File: src/rtl/octurdle_pkg.sv
// Shared types and constants for the guess capture front end.
// Holds the debounce state encoding and the default sizing constants.
package octurdle_pkg;

  localparam int DIGIT_W         = 4;
  localparam int GUESS_W         = 16;
  localparam int DB_CYCLES_DEF   = 1000000;
  localparam int MAX_GUESSES_DEF = 6;

  typedef enum logic [1:0] {
    IDLE,
    PRESS_WAIT,
    PRESSED,
    RELEASE_WAIT
  } db_state_t;

endpackage

File: src/rtl/btn_debounce.sv
// Pushbutton debouncer: 2-flop sync, 4-state FSM, counter, one-shot.
// Ports: clk, rst (async high), raw (bouncing input), pulse (1-cycle strobe).
module btn_debounce
  import octurdle_pkg::*;
#(
  parameter int DB_CYCLES = DB_CYCLES_DEF
) (
  input  logic clk,
  input  logic rst,
  input  logic raw,
  output logic pulse
);

  localparam int CW = (DB_CYCLES > 2) ? $clog2(DB_CYCLES) : 1;
  localparam logic [CW-1:0] PLAST = CW'(DB_CYCLES - 1);
  localparam logic [CW-1:0] RLAST = CW'(DB_CYCLES - 2);

  logic [1:0]    sync;
  logic          in;
  db_state_t     state, nxt;
  logic [CW-1:0] cnt, cnt_nxt;
  logic          fire;

  assign in = sync[1];

  always_ff @(posedge clk or posedge rst) begin
    if (rst) begin
      sync  <= '0;
      state <= IDLE;
      cnt   <= '0;
      pulse <= 1'b0;
    end else begin
      sync  <= {sync[0], raw};
      state <= nxt;
      cnt   <= cnt_nxt;
      pulse <= fire;
    end
  end

  // Release bounce (RELEASE_WAIT -> PRESSED) must not fire again,
  // so the strobe comes only from the PRESS_WAIT exit.
  always_comb begin
    nxt     = state;
    cnt_nxt = cnt;
    fire    = 1'b0;
    unique case (state)
      IDLE: begin
        if (in) begin
          nxt     = PRESS_WAIT;
          cnt_nxt = '0;
        end
      end
      PRESS_WAIT: begin
        if (!in) begin
          nxt = IDLE;
        end else if (cnt == PLAST) begin
          nxt  = PRESSED;
          fire = 1'b1;
        end else begin
          cnt_nxt = cnt + CW'(1);
        end
      end
      PRESSED: begin
        if (!in) begin
          nxt     = RELEASE_WAIT;
          cnt_nxt = '0;
        end
      end
      RELEASE_WAIT: begin
        // The edge entering this state was the first low sample.
        if (in) begin
          nxt = PRESSED;
        end else if (cnt == RLAST) begin
          nxt = IDLE;
        end else begin
          cnt_nxt = cnt + CW'(1);
        end
      end
      default: nxt = IDLE;
    endcase
  end

endmodule

File: src/rtl/guess_capture.sv
// Captures a 4-digit guess on a debounced Enter press, valid/ready out.
// Ports: clk, Reset, A..D, Enter, new_round, guess_ready in; guess_valid,
// guess_out, enter_pulse, guess_count, overrun, out_of_guesses out.
// Option: define GUESS_LIMIT_EN to enforce MAX_GUESSES per round.
module guess_capture
  import octurdle_pkg::*;
#(
  parameter int DB_CYCLES   = DB_CYCLES_DEF,
  parameter int MAX_GUESSES = MAX_GUESSES_DEF
) (
  input  logic               clk,
  input  logic               Reset,
  input  logic [DIGIT_W-1:0] A,
  input  logic [DIGIT_W-1:0] B,
  input  logic [DIGIT_W-1:0] C,
  input  logic [DIGIT_W-1:0] D,
  input  logic               Enter,
  input  logic               new_round,
  input  logic               guess_ready,
  output logic               guess_valid,
  output logic [GUESS_W-1:0] guess_out,
  output logic               enter_pulse,
  output logic [3:0]         guess_count,
  output logic               overrun,
  output logic               out_of_guesses
);

  logic [GUESS_W-1:0] s1, s2;
  logic               xfer, take, drop;

  btn_debounce #(
    .DB_CYCLES(DB_CYCLES)
  ) u_db (
    .clk  (clk),
    .rst  (Reset),
    .raw  (Enter),
    .pulse(enter_pulse)
  );

`ifdef GUESS_LIMIT_EN
  assign out_of_guesses = (guess_count == 4'(MAX_GUESSES));
`else
  assign out_of_guesses = 1'b0;
`endif

  assign xfer = guess_valid & guess_ready;
  assign take = enter_pulse & ~out_of_guesses
              & (~guess_valid | xfer);
  assign drop = enter_pulse & ~out_of_guesses
              & guess_valid & ~xfer;

  always_ff @(posedge clk or posedge Reset) begin
    if (Reset) begin
      s1          <= '0;
      s2          <= '0;
      guess_out   <= '0;
      guess_valid <= 1'b0;
      guess_count <= '0;
      overrun     <= 1'b0;
    end else begin
      s1 <= {A, B, C, D};
      s2 <= s1;
      if (new_round) begin
        guess_valid <= 1'b0;
        guess_count <= '0;
        overrun     <= 1'b0;
      end else begin
        if (take) begin
          guess_out   <= s2;
          guess_valid <= 1'b1;
          if (guess_count != 4'hF)
            guess_count <= guess_count + 4'd1;
        end else if (xfer) begin
          guess_valid <= 1'b0;
        end
        if (drop)
          overrun <= 1'b1;
      end
    end
  end

endmodule

File: config.mk
export PLATFORM = sky130hd
export DESIGN_NAME = guess_capture
export DESIGN_NICKNAME = d
export VERILOG_FILES = /design/src/rtl/octurdle_pkg.sv /design/src/rtl/btn_debounce.sv /design/src/rtl/guess_capture.sv
export SDC_FILE = /design/constraint.sdc
export NUM_CORES = 1
export LEC_CHECK = 0
export ABC_AREA = 1
export CAP_MARGIN = 20
export CORE_ASPECT_RATIO = 0.7
export CORE_MARGIN = 2
export CORE_UTILIZATION = 57
export CTS_BUF_LIST = sky130_fd_sc_hd__clkbuf_4
export CTS_CLUSTER_SIZE = 14
export DETAILED_ROUTE_END_ITERATION = 7
export PLACE_DENSITY_LB_ADDON = 0.05
export SKIP_CTS_REPAIR_TIMING = 1
export SLEW_MARGIN = 5
export SYNTH_ARGS = -nofsm -noshare
export SYNTH_HDL_FRONTEND = slang
export SYNTH_HIERARCHICAL = 1
export SYNTH_SLANG_ARGS = --single-unit
File: constraint.sdc
create_clock -name clk -period 2.2 [get_ports clk]
set_clock_uncertainty 0.05 [all_clocks]
set_input_delay 0.66 -clock clk [delete_from_list [all_inputs] [get_ports clk]]
set_output_delay 0.66 -clock clk [all_outputs]
set_load 0.1 [all_outputs]
==> results.py <==
# Synthesis and PnR figures
metrics = {
    "run_status": {
        "status": "complete, no violations",
    },
    "timing": {
        "setup_slack_ps": 338.1,
        "fmax_mhz": 537.1,
    },
    "routing": {
        "m1WireLength_mm": 3.403,
        "viasPerCell": 4.981,
    },
    "critical_path": {
        "path_buffers": 1,
        "cp_slowest_cell": "dfrtp_1",
        "critical_path_depth": 1,
        "slowest_delay_ps": 520,
        "r2r.worst_path.cells": 8,
    },
    "cells_and_area": {
        "final-seq-area_um2": 1977,
        "mi_logic_area_um2": 1341,
    },
    "yosys": {
        "ys_sh_simple_pct": 27.70,
        "synthFlopType": "dfrtp_1",
        "async_flop_share_pct": 100.0,
        "most_common_cell": "nand2_1",
    },
    "grt": {
        "grt.met2_usage_pct": 31.37,
        "grt_max_degree": 34,
        "met1_usage_pct": 36.24,
    },
    "cts": {
        "cts-root-buf": "clkbuf_4",
        "clk_path_buf_depth": 2,
    },
    "die": {
        "fp_util_pct": 58.25,
        "die_w_um": 98.57,
    },
    "run": {
        "drv_cap": 0,
    },
    "placement": {
        "placed_cells": 516,
    },
    "power_and_ir_drop": {
        "power_frac_comb_pct": 8.2,
        "p_clk_share_pct": 37.1,
    },
    "hold_path": {
        "min_delay_path_depth": 0,
    },
}
cell type report:
| cell class | instances | area share, % |
|---|---|---|
| sequential | 79 | 44.21 |
| clock inverter | 7 | 2.490 |
| multi-input combinational | 271 | 29.99 |
| clock buffer | 9 | 1.511 |
| tap | 78 | 2.182 |
| timing repair buffer | 49 | 16.34 |
| inverter | 39 | 3.274 |
cell usage in the layout, fill, tap and decap left out, drive strengths merged, types with 2 or more instances in the layout:
master,instances
clkbuf,9
xnor2,5
nor3,2
nand4,5
inv,43
xor2,8
ha,3
buf,29
dfrtp,79
nand3,21
or2,3
clkdlybuf4s50,20
nor2,62
bufinv,2
o21ai,21
o211ai,2
nand2,134
### Register map, names as in the netlist

Bar = 20 µm. Other sequential cells in the stronger grey, the rest of the logic in the fainter grey.
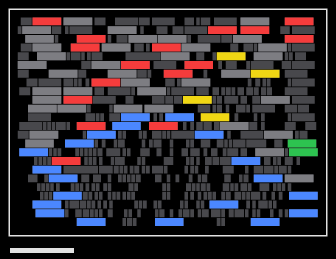
| colour | signal | flops |
|---|---|---|
| blue | u_db/cnt | 20 |
| green | u_db/sync | 2 |
| yellow | guess_count | 4 |
| red | guess_out | 16 |

### Metal 2

Bar = 20 µm.
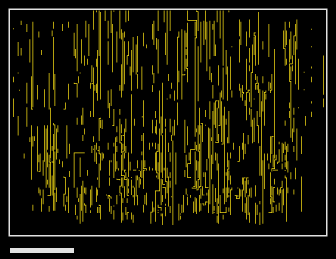
share of all routed wire: 43%
longest straight run: 34.0 µm

